Figure 1. Cells colored by class (run 1).
The bar under the picture is 50 um long. Fill, decap, tap and diode cells in gray.
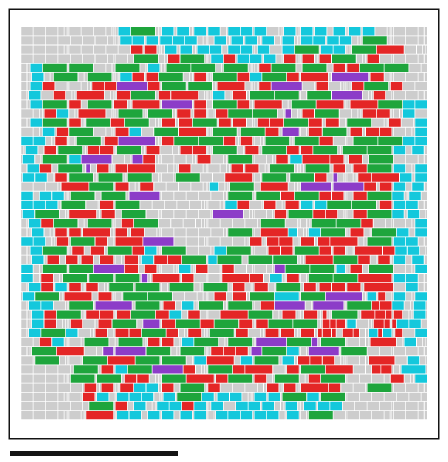
Figure 2. The metal 1 layer (run 1).
Supply wires on this layer in gray.
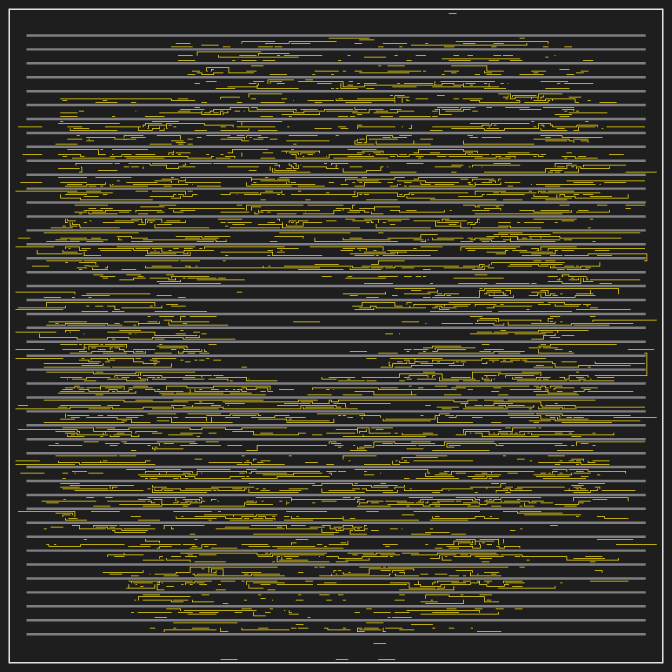
Figure 3. Cell placement (run 1).
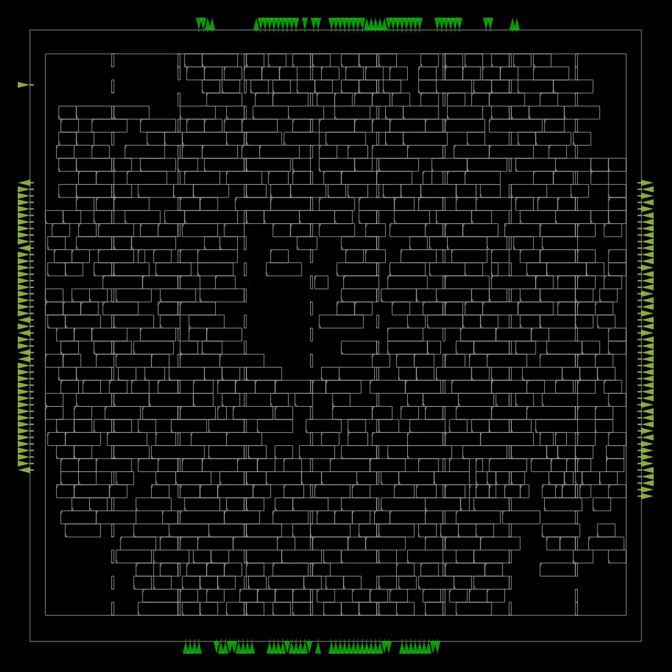
Figure 4. Metal layers overlaid (run 1).
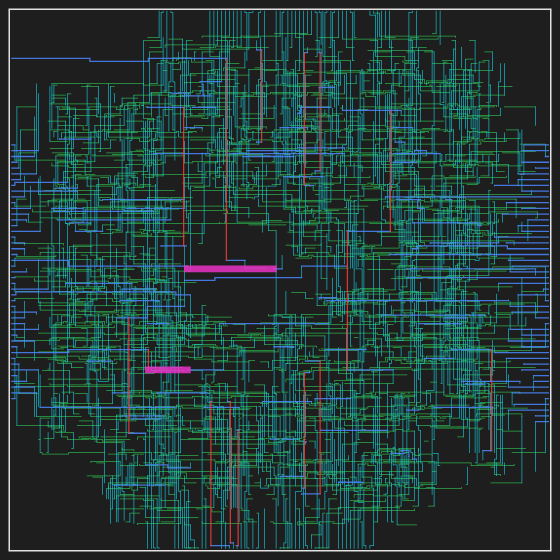
===== src/rtl/hwpe_stream_width_downsizer.sv =====
// Serializes one wide HWPE-Stream word into DATA_WIDTH_IN/DATA_WIDTH_OUT narrow beats, LSB slice first.
// Define HWPE_STREAM_DOWNSIZER_SKIP_EMPTY_EN to skip beats whose strobe slice is all-zero.
module hwpe_stream_width_downsizer #(
    parameter int unsigned DATA_WIDTH_IN  = 128,
    parameter int unsigned DATA_WIDTH_OUT = 32
) (
    input  logic                                             clk_i,
    input  logic                                             rst_i,
    input  logic                                             clear_i,
    input  logic                                             push_valid_i,
    input  logic [DATA_WIDTH_IN-1:0]                         push_data_i,
    input  logic [DATA_WIDTH_IN/8-1:0]                       push_strb_i,
    output logic                                             push_ready_o,
    output logic                                             pop_valid_o,
    output logic [DATA_WIDTH_OUT-1:0]                        pop_data_o,
    output logic [DATA_WIDTH_OUT/8-1:0]                      pop_strb_o,
    input  logic                                             pop_ready_i,
    output logic                                             busy_o,
    output logic [$clog2(DATA_WIDTH_IN/DATA_WIDTH_OUT)-1:0]  beat_idx_o
);

    localparam int unsigned RATIO      = DATA_WIDTH_IN / DATA_WIDTH_OUT;
    localparam int unsigned IDX_W      = $clog2(RATIO);
    localparam int unsigned STRB_IN_W  = DATA_WIDTH_IN / 8;
    localparam int unsigned STRB_OUT_W = DATA_WIDTH_OUT / 8;

    typedef enum logic {EMPTY, SERIALIZE} state_e;

    state_e                     state;
    logic [DATA_WIDTH_IN-1:0]   buf_data;
    logic [STRB_IN_W-1:0]       buf_strb;
    logic [IDX_W-1:0]           beat_idx;
    logic [IDX_W-1:0]           last_idx;
    logic [DATA_WIDTH_OUT-1:0]  pop_data_q;
    logic [STRB_OUT_W-1:0]      pop_strb_q;

    logic [IDX_W-1:0]           load_first;
    logic [IDX_W-1:0]           load_last;
    logic [IDX_W-1:0]           next_idx;
    logic                       load_nz;
    logic                       at_last;
    logic                       load;

    function automatic logic [DATA_WIDTH_OUT-1:0] slice_data(input logic [DATA_WIDTH_IN-1:0] d,
                                                             input logic [IDX_W-1:0] idx);
        return d[idx*DATA_WIDTH_OUT +: DATA_WIDTH_OUT];
    endfunction

    function automatic logic [STRB_OUT_W-1:0] slice_strb(input logic [STRB_IN_W-1:0] s,
                                                         input logic [IDX_W-1:0] idx);
        return s[idx*STRB_OUT_W +: STRB_OUT_W];
    endfunction

`ifdef HWPE_STREAM_DOWNSIZER_SKIP_EMPTY_EN
    typedef logic [RATIO-1:0] mask_t;

    function automatic mask_t slice_mask(input logic [STRB_IN_W-1:0] s);
        mask_t m;
        for (int i = 0; i < int'(RATIO); i++) begin
            m[i] = |s[i*STRB_OUT_W +: STRB_OUT_W];
        end
        return m;
    endfunction

    // Priority encoder: lowest non-empty slice at or above lo, 0 when there is none.
    function automatic logic [IDX_W-1:0] lowest_from(input mask_t m, input int lo);
        logic [IDX_W-1:0] r;
        r = '0;
        for (int i = int'(RATIO) - 1; i >= 0; i--) begin
            if (i >= lo && m[i]) r = IDX_W'(i);
        end
        return r;
    endfunction

    function automatic logic [IDX_W-1:0] highest(input mask_t m);
        logic [IDX_W-1:0] r;
        r = '0;
        for (int i = 0; i < int'(RATIO); i++) begin
            if (m[i]) r = IDX_W'(i);
        end
        return r;
    endfunction

    mask_t push_mask;
    mask_t buf_mask;

    assign push_mask  = slice_mask(push_strb_i);
    assign buf_mask   = slice_mask(buf_strb);
    assign load_nz    = |push_mask;
    assign load_first = lowest_from(push_mask, 0);
    assign load_last  = highest(push_mask);
    assign next_idx   = lowest_from(buf_mask, int'(beat_idx) + 1);
`else
    assign load_nz    = 1'b1;
    assign load_first = '0;
    assign load_last  = IDX_W'(RATIO - 1);
    assign next_idx   = beat_idx + IDX_W'(1);
`endif

    assign at_last = (beat_idx == last_idx);

    // Ready never looks at push_valid_i; reset/clear force it low so a colliding word is not taken.
    assign push_ready_o = ~rst_i & ~clear_i & ((state == EMPTY) | (pop_ready_i & at_last));
    assign load         = push_valid_i & push_ready_o;

    assign pop_valid_o = (state == SERIALIZE);
    assign busy_o      = (state == SERIALIZE);
    assign pop_data_o  = pop_data_q;
    assign pop_strb_o  = pop_strb_q;
    assign beat_idx_o  = beat_idx;

    // NOTE: the wide buffer is a plain register, not a memory, so clearing it on reset is cheap and keeps
    //       stale data from ever reaching pop_data_o; all state uses <= so every flop sees pre-edge values.
    always_ff @(posedge clk_i) begin
        if (rst_i || clear_i) begin
            state      <= EMPTY;
            buf_data   <= '0;
            buf_strb   <= '0;
            beat_idx   <= '0;
            last_idx   <= '0;
            pop_data_q <= '0;
            pop_strb_q <= '0;
        end else if (load) begin
            if (load_nz) begin
                state      <= SERIALIZE;
                buf_data   <= push_data_i;
                buf_strb   <= push_strb_i;
                beat_idx   <= load_first;
                last_idx   <= load_last;
                pop_data_q <= slice_data(push_data_i, load_first);
                pop_strb_q <= slice_strb(push_strb_i, load_first);
            end else begin
                state <= EMPTY;
            end
        end else if (state == SERIALIZE && pop_ready_i) begin
            if (at_last) begin
                state <= EMPTY;
            end else begin
                beat_idx   <= next_idx;
                pop_data_q <= slice_data(buf_data, next_idx);
                pop_strb_q <= slice_strb(buf_strb, next_idx);
            end
        end
    end

endmodule


===== config.mk =====
export PLATFORM = sky130hd
export DESIGN_NAME = hwpe_stream_width_downsizer
export DESIGN_NICKNAME = d
export VERILOG_FILES = /design/src/rtl/hwpe_stream_width_downsizer.sv
export SDC_FILE = /design/constraint.sdc
export NUM_CORES = 1
export LEC_CHECK = 0
export ABC_CLOCK_PERIOD_IN_PS = 5300
export CORE_MARGIN = 3
export CORE_UTILIZATION = 50
export CTS_CLUSTER_SIZE = 10
export DETAILED_ROUTE_END_ITERATION = 7
export GPL_ROUTABILITY_DRIVEN = 0
export PLACE_DENSITY = 0.81
export SKIP_LAST_GASP = 1
export SYNTH_ARGS = -nofsm -noshare
export SYNTH_HDL_FRONTEND = slang
export SYNTH_SLANG_ARGS = --single-unit
export TNS_END_PERCENT = 100

===== constraint.sdc =====
create_clock -name clk_i -period 5.3 [get_ports clk_i]
set_clock_uncertainty 0.2 [all_clocks]
set_input_delay 0.795 -clock clk_i [delete_from_list [all_inputs] [get_ports clk_i]]
set_output_delay 0.795 -clock clk_i [all_outputs]
set_load 0.02 [all_outputs]

==> impl_metrics.yaml, run 1 <==
# flow metrics
status:
  status: "finished, final reports clean"
clock_tree:
  htree_levels: 4
  cts_tree: "yes"
  clockRootBuffer: "clkbuf_16"
  postCtsResizedCells: 0
  clock_path_buffers: 2
setup_path:
  crit_arrival_ps: 2700
  critPathLaunch: "pop_ready_i"
  reg2reg_slack_ps: 1750
  path_common_cell: "clkdlybuf4s50_1"
  reg2reg_depth: 5
  startpoint_type: "input port"
  worst-setup-path-type: "in -> out"
synth:
  synth_dominant_cell_count: "dfxtp_1"
  ys_cells: 544
  common_cells: "184 x dfxtp_1, 144 x a32o_1"
  ys_seq_share_pct: 50.0
  synth_chip_area_sq_um: 7370
  topCombFamilyByArea: "AND-OR/OR-AND gates"
  top_area_cell: "dfxtp_1"
  synth_area_sq_um: 7370
final_timing:
  timing.final.max_slew_violations: 0
  setup_slack_ps: 1610
  setup_viol: 0
  max_slew_margin_pct: 35.7
  rsz0062_at_grt: "false"
global_routing:
  grt_first_pass_wirelength_mm: 32.2
floorplanning:
  fp-utilization_pct: 52.1
  core_area_sq_um: 14100
drt:
  wirelength_met1_mm: 8.55
  wl_met3_mm: 1.64
  drc_errors: 0
  maxUsedRoutingLayer: "met5"
  drtAntennaViolNets: 0
pwr:
  top_power_group: "registers"
  comb-power_uw: 314
  p_seq_share_pct: 46.7
  power.internal_mw: 2.42
  p_switching_uw: 697
  p_sw_share_pct: 22.4
cells_and_area:
  utilization_pct: 69.6
  antenna_cells: 0
  stdcell_area_sq_um: 9850
  comb_share_pct: 33.6
  largest_class: "flip-flops and latches"
  buffer_area_share_pct: 20.2
  drive_gt1_share_pct: 18.0
  regArea_sq_um: 3690
min_path:
  min_from: "buf_data[23]"
## Picture notes: Figure 1
clock drivers and dummy loads: drawn in purple, cells 32, share of their area 6.6%. remaining buffers and delay cells: drawn in cyan, cells 199, share of their area 21%. remaining logic cells: drawn in red, cells 280, share of their area 34%. registers: drawn in green, cells 184, share of their area 38%.

## Picture notes: Figure 2
745 nets have wire on it. The longest straight run is 34.0 um. The layer holds 41% of the routed length. The layer carries 8550 um of wire.
vias: 5995
met1 Use GR: 34.0%
final WL: 20.7 mm

## Picture notes: Figure 3
Post-Layout Cell Count: 875
Tapcells: 180
fill cell total of the finished layout: 994
sequential share of cell area: 37.4%

## Picture notes: Figure 4
M4: drawn in red, wire length 432 um. M1: drawn in green, wire length 8550 um. M3: drawn in blue, wire length 1640 um. M2: drawn in cyan, wire length 10000 um. M5: drawn in magenta, wire length 29.4 um.
drt wl/cell: 23.7 um
gr usage total: 25.1%

==> run 2, diff against run 1 <==
--- a/config.mk
+++ b/config.mk
@@ -5,13 +5,13 @@
 export SDC_FILE = /design/constraint.sdc
 export NUM_CORES = 1
 export LEC_CHECK = 0
-export ABC_CLOCK_PERIOD_IN_PS = 5300
+export ABC_CLOCK_PERIOD_IN_PS = 3550
 export CORE_MARGIN = 3
-export CORE_UTILIZATION = 50
+export CORE_UTILIZATION = 49
 export CTS_CLUSTER_SIZE = 10
 export DETAILED_ROUTE_END_ITERATION = 7
 export GPL_ROUTABILITY_DRIVEN = 0
-export PLACE_DENSITY = 0.81
+export PLACE_DENSITY = 0.79
 export SKIP_LAST_GASP = 1
 export SYNTH_ARGS = -nofsm -noshare
 export SYNTH_HDL_FRONTEND = slang
==> constraint.sdc (replaced) <==
create_clock -name clk_i -period 3.55 [get_ports clk_i]
set_clock_uncertainty 0.2 [all_clocks]
set_input_delay 0.5325 -clock clk_i [delete_from_list [all_inputs] [get_ports clk_i]]
set_output_delay 0.5325 -clock clk_i [all_outputs]
set_load 0.02 [all_outputs]
Figure 5. Cell placement (run 2).
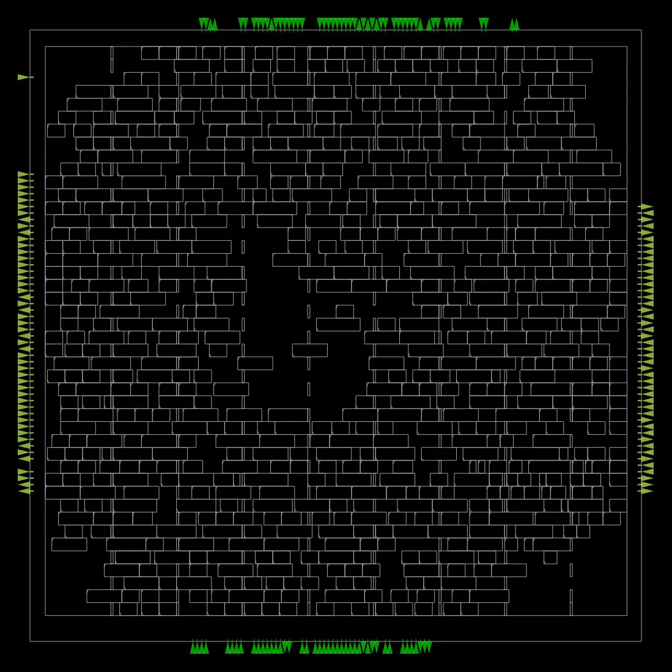
area of the core: 14600 sq um
flop count: 184
FP Rows: 44
fill cell total of the finished layout: 1065

Figure 6. Cells colored by class (run 2).
The bar under the picture is 50 um long. Fill, decap, tap and diode cells in gray.
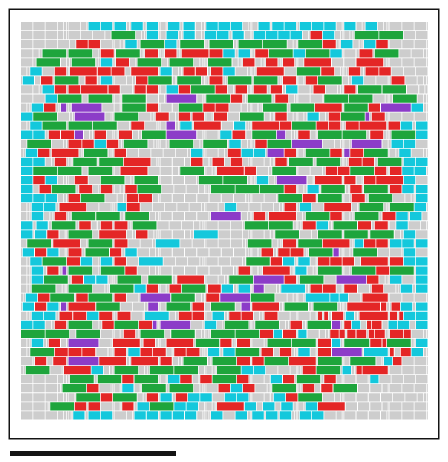
remaining logic cells: drawn in red, cells 280, share of their area 34%. clock drivers and dummy loads: drawn in purple, cells 32, share of their area 5.4%. remaining buffers and delay cells: drawn in cyan, cells 209, share of their area 22%. registers: drawn in green, cells 184, share of their area 38%.

==> impl_metrics.yaml, run 2 <==
# flow metrics
status:
  status: "finished, final reports clean"
cells_and_area:
  utilization_pct: 67.5
  stdcell_area_sq_um: 9890
  drive_gt1_share_pct: 18.9
  seq-cell-share_pct: 37.3
  largest_class: "flip-flops and latches"
  buffer_area_share_pct: 21.5
  comb_share_pct: 33.5
  finalNonFillerCells: 889
final_timing:
  timing.final.max_slew_violations: 0
  max_slew_margin_pct: 40.4
synth:
  ys_cells: 544
  synth_dominant_cell_count: "dfxtp_1"
  topCombFamilyByArea: "AND-OR/OR-AND gates"
  synth_chip_area_sq_um: 7370
setup_path:
  worst-setup-path-type: "reg -> out"
  startpoint_type: "register"
  reg2reg_slack_ps: 1010
drt:
  maxUsedRoutingLayer: "met5"
  wl_per_cell_um: 24.0
  wirelength_met1_mm: 9.03
  drc_errors: 0
  drt_wl_total_mm: 21.3
pwr:
  power.internal_mw: 3.32
  p_seq_share_pct: 49.8
  comb-power_uw: 490
global_routing:
  track_usage_pct: 25.3
min_path:
  min_from: "buf_strb[15]"
clock_tree:
  clock_path_buffers: 2
  cts_tree: "yes"
  htree_levels: 4
  clockRootBuffer: "clkbuf_16"
floorplanning:
  fp-utilization_pct: 50.3
==> run 3, diff against run 2 <==
--- a/config.mk
+++ b/config.mk
@@ -6,7 +6,6 @@
 export NUM_CORES = 1
 export LEC_CHECK = 0
 export ABC_CLOCK_PERIOD_IN_PS = 3550
-export CORE_MARGIN = 3
 export CORE_UTILIZATION = 49
 export CTS_CLUSTER_SIZE = 10
 export DETAILED_ROUTE_END_ITERATION = 7
Figure 7. Metal layers overlaid (run 3).
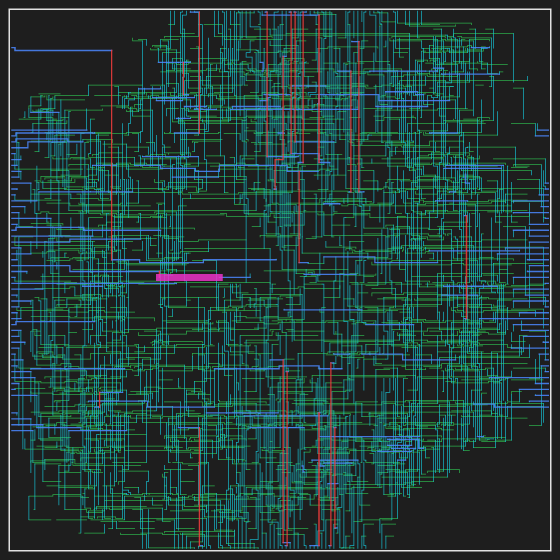
M2: drawn in cyan, wire length 10200 um. M4: drawn in red, wire length 598 um. M5: drawn in magenta, wire length 13.8 um. M1: drawn in green, wire length 8810 um. M3: drawn in blue, wire length 1450 um.

Figure 8. Cells colored by class (run 3).
The bar under the picture is 20 um long. Fill, decap, tap and diode cells in gray.
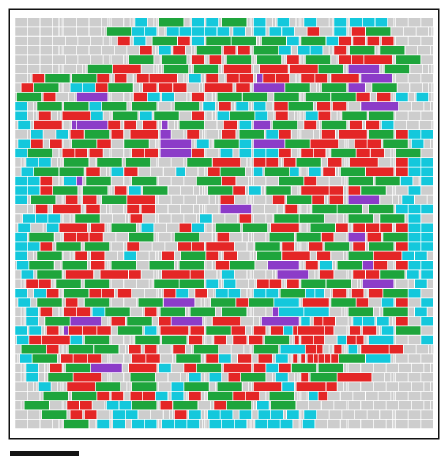
clock drivers and dummy loads: drawn in purple, cells 30, share of their area 5.9%. registers: drawn in green, cells 184, share of their area 38%. remaining buffers and delay cells: drawn in cyan, cells 206, share of their area 22%. remaining logic cells: drawn in red, cells 280, share of their area 34%.

==> impl_metrics.yaml, run 3 <==
# flow metrics
setup_path:
  startpoint_type: "register"
  critPathLaunch: "beat_idx_o[1]"
  reg2reg_depth: 5
  reg2reg_slack_ps: 800
  crit_arrival_ps: 2420
final_timing:
  max_slew_margin_pct: 34.0
  timing.final.max_slew_violations: 0
  setup_viol: 0
synth:
  ys_seq_share_pct: 50.0
  common_cells: "184 x dfxtp_1, 144 x a32o_1"
  top_area_cell: "dfxtp_1"
  synth_dominant_cell_count: "dfxtp_1"
floorplanning:
  taps: 184
  core_area_sq_um: 14600
  fp-utilization_pct: 50.5
pwr:
  p_switching_mw: 1.02
  comb-power_uw: 479
cells_and_area:
  nFillCells: 1027
  buffer_area_share_pct: 21.2
  largest_class: "flip-flops and latches"
  utilization_pct: 67.9
  drive_gt1_share_pct: 18.6
  stdcell_area_sq_um: 9900
clock_tree:
  cts_tree: "yes"
  htree_levels: 4
drt:
  vias: 6040
  drtAntennaViolNets: 0
  drt_wl_total_mm: 21.1
status:
  status: "finished, final reports clean"
global_routing:
  grt_first_pass_wirelength_mm: 33.6
Power is estimated from default activity; no workload was simulated.
